`src/rtl/csr_counter_bank.sv`:
```
// Machine-mode counter bank: mcycle, time, minstret and NUM_HPM hpm counters with enable/inhibit gating.
// Define CSR_COUNTER_OVF_EN to add hpm overflow bits, scountovf at 0xDA0 and a registered ovf_irq.
module csr_counter_bank #(
    parameter int XLEN    = 64,
    parameter int CNT_W   = 64,
    parameter int NUM_HPM = 4
) (
    input  logic                                     clk,
    input  logic                                     rst,
    input  logic [1:0]                               priv_lvl,
    input  logic [11:0]                              csr_addr,
    input  logic                                     csr_re,
    input  logic                                     csr_we,
    input  logic [XLEN-1:0]                          csr_wdata,
    input  logic                                     instr_retired,
    input  logic                                     time_tick,
    input  logic [((NUM_HPM > 0) ? NUM_HPM : 1)-1:0] hpm_event,
    output logic [XLEN-1:0]                          csr_rdata,
    output logic                                     csr_hit,
    output logic                                     exc_en,
    output logic [3:0]                               exc_code,
    output logic [XLEN-1:0]                          exc_val,
    output logic                                     ovf_irq
);
    localparam int          HPM_N    = (NUM_HPM > 0) ? NUM_HPM : 1;
    localparam logic [31:0] HPM_MASK = ((32'h1 << NUM_HPM) - 32'h1) << 3;
    localparam logic [31:0] EN_MASK  = HPM_MASK | 32'h7;
    localparam logic [31:0] INH_MASK = HPM_MASK | 32'h5;
    localparam logic [6:0]  M_CNT_PAGE = 7'h58;
    localparam logic [6:0]  U_CNT_PAGE = 7'h60;
    localparam logic [11:0] ADDR_MCOUNTEREN   = 12'h306;
    localparam logic [11:0] ADDR_SCOUNTEREN   = 12'h106;
    localparam logic [11:0] ADDR_MCOUNTINHIBIT = 12'h320;

    logic [CNT_W-1:0] cyc_q, cyc_d, tim_q, tim_d, ins_q, ins_d;
    logic [CNT_W-1:0] hpm_q [HPM_N];
    logic [CNT_W-1:0] hpm_d [HPM_N];
    logic [31:0]      men_q, men_d, sen_q, sen_d, inh_q, inh_d;
    logic [HPM_N-1:0] ovf_bits, wr_hpm, inc_hpm;

    logic [4:0]       cnt_k;
    logic             hpm_valid;
    logic             is_cnt, is_user, is_men, is_sen, is_inh, is_ovf;
    logic             allowed, read_only, access, illegal, wr_ok;
    logic [63:0]      wdata64, cnt_rd, rd_raw;
    logic [CNT_W-1:0] wcnt;
    logic             unused_bits;

    assign cnt_k       = csr_addr[4:0];
    assign hpm_valid   = (int'(cnt_k) >= 3) && (int'(cnt_k) < NUM_HPM + 3);
    assign wdata64     = 64'(csr_wdata);
    assign wcnt        = wdata64[CNT_W-1:0];
    assign unused_bits = ^{wdata64, hpm_event};

    // Counters live in two 32-entry pages (Bxx machine, Cxx user alias); B01 has no machine copy.
    always_comb begin
        is_cnt  = 1'b0;
        is_user = 1'b0;
        is_men  = 1'b0;
        is_sen  = 1'b0;
        is_inh  = 1'b0;
        is_ovf  = 1'b0;
        if (csr_addr[11:5] == M_CNT_PAGE) begin
            is_cnt = (cnt_k == 5'd0) || (cnt_k == 5'd2) || hpm_valid;
        end else if (csr_addr[11:5] == U_CNT_PAGE) begin
            is_cnt  = (cnt_k <= 5'd2) || hpm_valid;
            is_user = 1'b1;
        end else begin
            is_men = (csr_addr == ADDR_MCOUNTEREN);
            is_sen = (csr_addr == ADDR_SCOUNTEREN);
            is_inh = (csr_addr == ADDR_MCOUNTINHIBIT);
`ifdef CSR_COUNTER_OVF_EN
            is_ovf = (csr_addr == 12'hDA0);
`endif
        end
    end

    always_comb begin
        allowed   = (priv_lvl == 2'd3);
        read_only = 1'b0;
        if (is_user) begin
            read_only = 1'b1;
            if (priv_lvl == 2'd3) begin
                allowed = 1'b1;
            end else if (priv_lvl == 2'd0) begin
                allowed = men_q[cnt_k] & sen_q[cnt_k];
            end else begin
                allowed = men_q[cnt_k];
            end
        end else if (is_ovf) begin
            read_only = 1'b1;
            allowed   = (priv_lvl != 2'd0);
        end else if (is_sen) begin
            allowed = (priv_lvl != 2'd0);
        end
    end

    assign csr_hit  = is_cnt | is_men | is_sen | is_inh | is_ovf;
    assign access   = csr_re | csr_we;
    assign illegal  = access & (~csr_hit | ~allowed | (csr_we & read_only));
    assign wr_ok    = csr_we & ~illegal;
    assign exc_en   = illegal;
    assign exc_code = illegal ? 4'd2 : 4'd0;
    assign exc_val  = illegal ? {{(XLEN-12){1'b0}}, csr_addr} : '0;

    always_comb begin
        cnt_rd = '0;
        case (cnt_k)
            5'd0:    cnt_rd = 64'(cyc_q);
            5'd1:    cnt_rd = 64'(tim_q);
            5'd2:    cnt_rd = 64'(ins_q);
            default: begin
                for (int i = 0; i < HPM_N; i++) begin
                    if (int'(cnt_k) == i + 3) cnt_rd = 64'(hpm_q[i]);
                end
            end
        endcase
        rd_raw = '0;
        if (is_cnt)      rd_raw = cnt_rd;
        else if (is_men) rd_raw = {32'h0, men_q};
        else if (is_sen) rd_raw = {32'h0, sen_q};
        else if (is_inh) rd_raw = {32'h0, inh_q};
        else if (is_ovf) rd_raw = {32'h0, 32'(ovf_bits) << 3};
    end

    assign csr_rdata = illegal ? '0 : rd_raw[XLEN-1:0];

    // A write replaces the increment of its own cycle; inhibit is sampled from the registered value.
    always_comb begin
        cyc_d = cyc_q;
        if (wr_ok && is_cnt && cnt_k == 5'd0) cyc_d = wcnt;
        else if (!inh_q[0])                   cyc_d = cyc_q + CNT_W'(1);
        tim_d = tim_q + CNT_W'(time_tick);
        ins_d = ins_q;
        if (wr_ok && is_cnt && cnt_k == 5'd2)     ins_d = wcnt;
        else if (instr_retired && !inh_q[2])      ins_d = ins_q + CNT_W'(1);
        for (int i = 0; i < HPM_N; i++) begin
            wr_hpm[i]  = wr_ok && is_cnt && (int'(cnt_k) == i + 3);
            inc_hpm[i] = (i < NUM_HPM) && hpm_event[i] && !inh_q[3+i];
            hpm_d[i]   = wr_hpm[i] ? wcnt : hpm_q[i] + CNT_W'(inc_hpm[i]);
        end
        men_d = (wr_ok && is_men) ? (wdata64[31:0] & EN_MASK)  : men_q;
        sen_d = (wr_ok && is_sen) ? (wdata64[31:0] & EN_MASK)  : sen_q;
        inh_d = (wr_ok && is_inh) ? (wdata64[31:0] & INH_MASK) : inh_q;
    end

    always_ff @(posedge clk) begin
        if (rst) begin
            cyc_q <= '0;
            tim_q <= '0;
            ins_q <= '0;
            men_q <= '0;
            sen_q <= '0;
            inh_q <= '0;
            for (int i = 0; i < HPM_N; i++) hpm_q[i] <= '0;
        end else begin
            cyc_q <= cyc_d;
            tim_q <= tim_d;
            ins_q <= ins_d;
            men_q <= men_d;
            sen_q <= sen_d;
            inh_q <= inh_d;
            for (int i = 0; i < HPM_N; i++) hpm_q[i] <= hpm_d[i];
        end
    end

`ifdef CSR_COUNTER_OVF_EN
    logic [HPM_N-1:0] ovf_q, ovf_d;
    logic             ovf_irq_q;

    // Only an increment past all-ones sets a bit; a machine write to that counter always clears it.
    always_comb begin
        for (int i = 0; i < HPM_N; i++) begin
            if (wr_hpm[i])                         ovf_d[i] = 1'b0;
            else if (inc_hpm[i] && (&hpm_q[i]))    ovf_d[i] = 1'b1;
            else                                   ovf_d[i] = ovf_q[i];
        end
    end

    always_ff @(posedge clk) begin
        if (rst) begin
            ovf_q     <= '0;
            ovf_irq_q <= 1'b0;
        end else begin
            ovf_q     <= ovf_d;
            ovf_irq_q <= |ovf_q;
        end
    end

    assign ovf_bits = ovf_q;
    assign ovf_irq  = ovf_irq_q;
`else
    assign ovf_bits = '0;
    assign ovf_irq  = 1'b0;
`endif

endmodule

```
`config.mk`:
```
export PLATFORM = sky130hd
export DESIGN_NAME = csr_counter_bank
export DESIGN_NICKNAME = d
export VERILOG_FILES = /design/src/rtl/csr_counter_bank.sv
export SDC_FILE = /design/constraint.sdc
export NUM_CORES = 2
export LEC_CHECK = 0
export CORE_AREA = 4 4 227 229
export DETAILED_ROUTE_END_ITERATION = 6
export DIE_AREA = 0 0 231 233
export PLACE_DENSITY = 0.78
export SYNTH_ARGS = -nofsm -noshare
export SYNTH_HDL_FRONTEND = slang
export SYNTH_SLANG_ARGS = --single-unit
```
`constraint.sdc`:
```
create_clock -name clk -period 3.7 [get_ports clk]
set_input_delay 0.37 -clock clk [delete_from_list [all_inputs] [get_ports clk]]
set_output_delay 0.37 -clock clk [all_outputs]
set_load 0.05 [all_outputs]
```
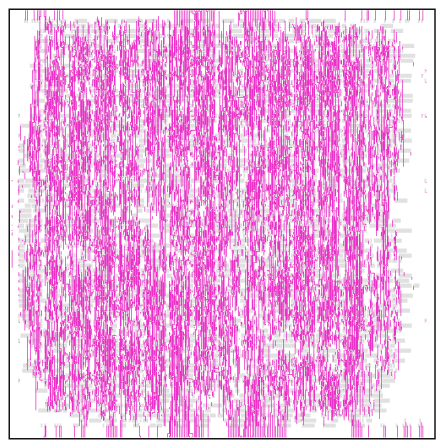
(M2 wires)
longest straight run	74.8 um
share of all routed wire	41%
drt total wl: 114 mm
met2 Usage GRT: 57.2%

==> ci_impl_report.md <==
### Yosys + OpenROAD results

| Metric | Value |
|---|---|
| Status | finished, violations left |
| Failing checks | design-rule violations |
| RSZ-0062 raised after global routing | false |
| Dominant comb cell | simple AND/OR/NAND/NOR gates |
| Hold Crit Start | rst |
| Xor+xnor area frac | 12.1% |
| Area leader share | 31.7% |
| MaxCap Viol Count | 0 |
| Fin. Hold Viols | 0 |
| Number of global-route vias before repair | 27700 |
| Synth Area in Simple Gates | 26.0% |
| Grt met1 use | 56.5% |
| Tool warning count | 33 |
| Total CTS buffers | 52 |
| Final instance area | 34500 um^2 |
| WL per Instance | 25.7 um |
| Post-route insts no fill | 4455 |
| Met1 wire length | 44.1 mm |
| Crit path required time | 3.33 ns |
| Crit path max fanout | 50 |
| Gr ovfl total | 0 |
| Mux share | 5.96% |
| Final slew viol count | 0 |
| Logic pwr share | 8.3% |
| Slew HR | 18.1% |
| Max VDD drop | 0.000339 V |
| Cell type with the largest total area | dfxtp_1 |
| Top power group | the clock network |
| WHS Endpoint | hpm_q[0][29]$_SDFF_PP0_ |
| Largest net degree at the start of global routing | 208 |
| Net Switching | 2.99 mW |
| Reg2Reg Setup Slack | 0.44 ns |
| Final critical-path required period | 3.61 ns |
| Seq pwr share | 43.7% |
| Most common reg cell | dfxtp_1 |
| Post-DRT Antenna Nets | 0 |
| Initial antenna violation count | 2 |
| Unique cell types | 68 |
| # port buffers | 166 |
| Total track usage | 40.2% |
| Worst-case reg-to-reg path depth | 10 |
| Placed cell count | 4358 |
| Critical Path Start Type | input port |
| IO Count | 223 |
| Switch share | 25.8% |
| Post-DR vias/cell | 7.02 |
| # rows | 82 |
| Die X-Extent | 231 um |
| WHS | 0.280 ns |
| Number of cells on the worst hold path | 2 |
| Static Leak | 10.5 nW |
| Leading cell type by number of instances after synthesis | dfxtp_1 |
| Met2 routed WL | 46.9 mm |
| Worst-Margin Slew | 1.23 ns |
| Vias | 31300 |
| Setup CP Type | input port to output port |
| Post-CTS resize count | 0 |
| Post-route setup slack | 0.0911 ns |
| Met3 usage in global routing | 12.7% |
| Int Power | 8.61 mW |
| Place WS | 0.0744 ns |
| Layout fillers | 4065 |
| Post-CTS Setup Inserts | 0 |
| Worst EP arrival | 3.24 ns |
| Yosys Warn Count | 0 |
| Yosys aoi share | 17.2% |
| Layout area overhead | 16.7% |
| Reg2reg end | hpm_q[2][58]$_SDFF_PP0_ |
| Post-synthesis sequential area ratio | 31.7% |
| Synth Instances | 3714 |
| Ratio of cells with drive above 1 in the final layout | 9.04% |
| Comb pwr | 0.961 mW |
| PwrDens | 337 nW/um^2 |
| Seq pwr | 5.07 mW |
| Final period util | 97.5% |
| Top cells by area | dfxtp_1 (32%), xnor2_1 (9.5%), nor4_1 (5.8%), mux2i_1 (5.7%), a211oi_1 (5.3%) |
| Die area | 53800 um^2 |
| Post-layout nets | 3840 |
| First-pass GRT wire length | 170 mm |
| Gp weighted congestion | 1.02 |
| Ant diodes | 0 |
| Yosys Chip Area | 29500 um^2 |
| CTS Hold Bufs | 0 |
| Critical path endpoint category | output port |
| Final setup viols | 0 |
| Pre-Repair DR Iteration Count | 7 |
| CTS max path bufs | 3 |
| Met3 Wirelength | 18.1 mm |
| Synth Cell Area | 29500 um^2 |
| Gr busiest metal | met2 |
| Crit path to | csr_rdata[2] |
| Syn avg cell area | 7.95 um^2 |
| Init Core Util | 59.5% |
| First-iteration detailed-routing DRC count | 5610 |
| Post-DP Area | 32600 um^2 |
| # clock sinks | 468 |
| Leading cell types by count after synthesis | dfxtp_1 (468), nand2_1 (329), xnor2_1 (319) |
| F_max | 277 MHz |
| Asr flop ratio synth | 0% |
| Hold Crit Class | input port to flop |
| Worst flop-to-flop path startpoint | inh_q[5]$_SDFFE_PP0P_ |
| Top routing layer used | met5 |
| H-tree lvl count | 2 |
| Post-DP HPWL | 79.2 mm |
| Fa+ha+maj area frac | 0.546% |
| Critical path origin | csr_addr[5] |
| DRC Markers | 31 |
| Core ar. | 49700 um^2 |
| Post-synthesis register bit count | 468 |
| Ys cells | 3714 |
| EDFF count, synth | 0 |
| Root Buffer | clkbuf_16 |
| Clock slew at the register clock pins of the worst setup and hold paths | 0.06 ns |
| CTS tree | yes |
| Die Y-Extent | 233 um |
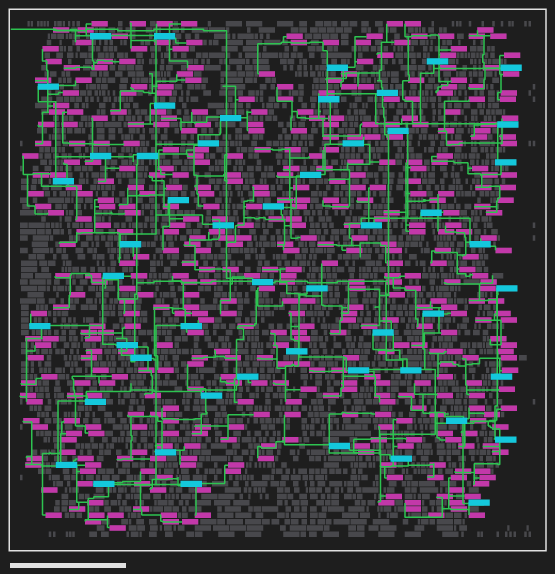
(clock distribution)
Bar = 50 um.
[green] clock wires | length: 6340 um
[cyan] clock drivers | count: 52
[magenta] flip-flops | count: 468
flops lie	all over the die
Late-Pin Clk Latency: 0.62 ns
power share of the clock group: 48.0%
Clock Power: 5.57 mW
Post-Route Skew: 0.0292 ns

## cells in the final DEF (no fill, tap or decap), drive strengths merged, types with 12 or more instances in the layout
| master | n |
|---|---|
| nor2 | 175 |
| dfxtp | 468 |
| nand4 | 144 |
| nor3 | 132 |
| o21ai | 118 |
| o31ai | 58 |
| clkbuf | 79 |
| xor2 | 90 |
| nand2 | 329 |
| or4 | 15 |
| a22oi | 68 |
| o22ai | 17 |
| a21boi | 13 |
| and3 | 64 |
| clkdlybuf4s50 | 84 |
| inv | 60 |
| and2 | 21 |
| buf | 207 |
| mux2i | 167 |
| nor4 | 277 |
| nand3 | 199 |
| ha | 12 |
| a222oi | 57 |
| a211oi | 208 |
| a21oi | 186 |
| or3 | 20 |
| and4 | 45 |
| xnor2 | 319 |
| conb | 56 |
## through the flow
stage	util, %	total power, mW	TNS [ns]
after floorplan	-	5.72	-0.116
after global placement	65.7	6.09	0
after detailed placement	65.7	6.10	0
after CTS	69.3	11.5	0
after global routing	69.4	11.8	0
final	69.4	11.6	0
## final cells by class
type / count / area, um^2 / share of cell area, %
Clock buffer: 79 / 1590 / 4.63
Clock inverter: 18 / 223 / 0.646
Inverter: 58 / 223 / 0.646
Multi-Input combinational cell: 2869 / 18600 / 54.0
Tap cell: 672 / 841 / 2.44
Timing Repair Buffer: 291 / 3590 / 10.4
Sequential cell: 468 / 9370 / 27.2
## worst max-delay path, cell delays in order
cell,delay (ns)
clkdlybuf4s50_1,0.45
or4b_1,0.60
nor2b_1,0.30
nand4_1,0.26
o21bai_4,0.24
buf_12,0.28
nor2_1,0.24
a211oi_2,0.31
buf_12,0.18
## registers in the layout, summed over array words and instances, names as in the netlist
register  count
ins_q        64
men_q         7
tim_q        64
cyc_q        64
inh_q         6
hpm_q       256
sen_q         7
Power and IR drop assume default switching activity.
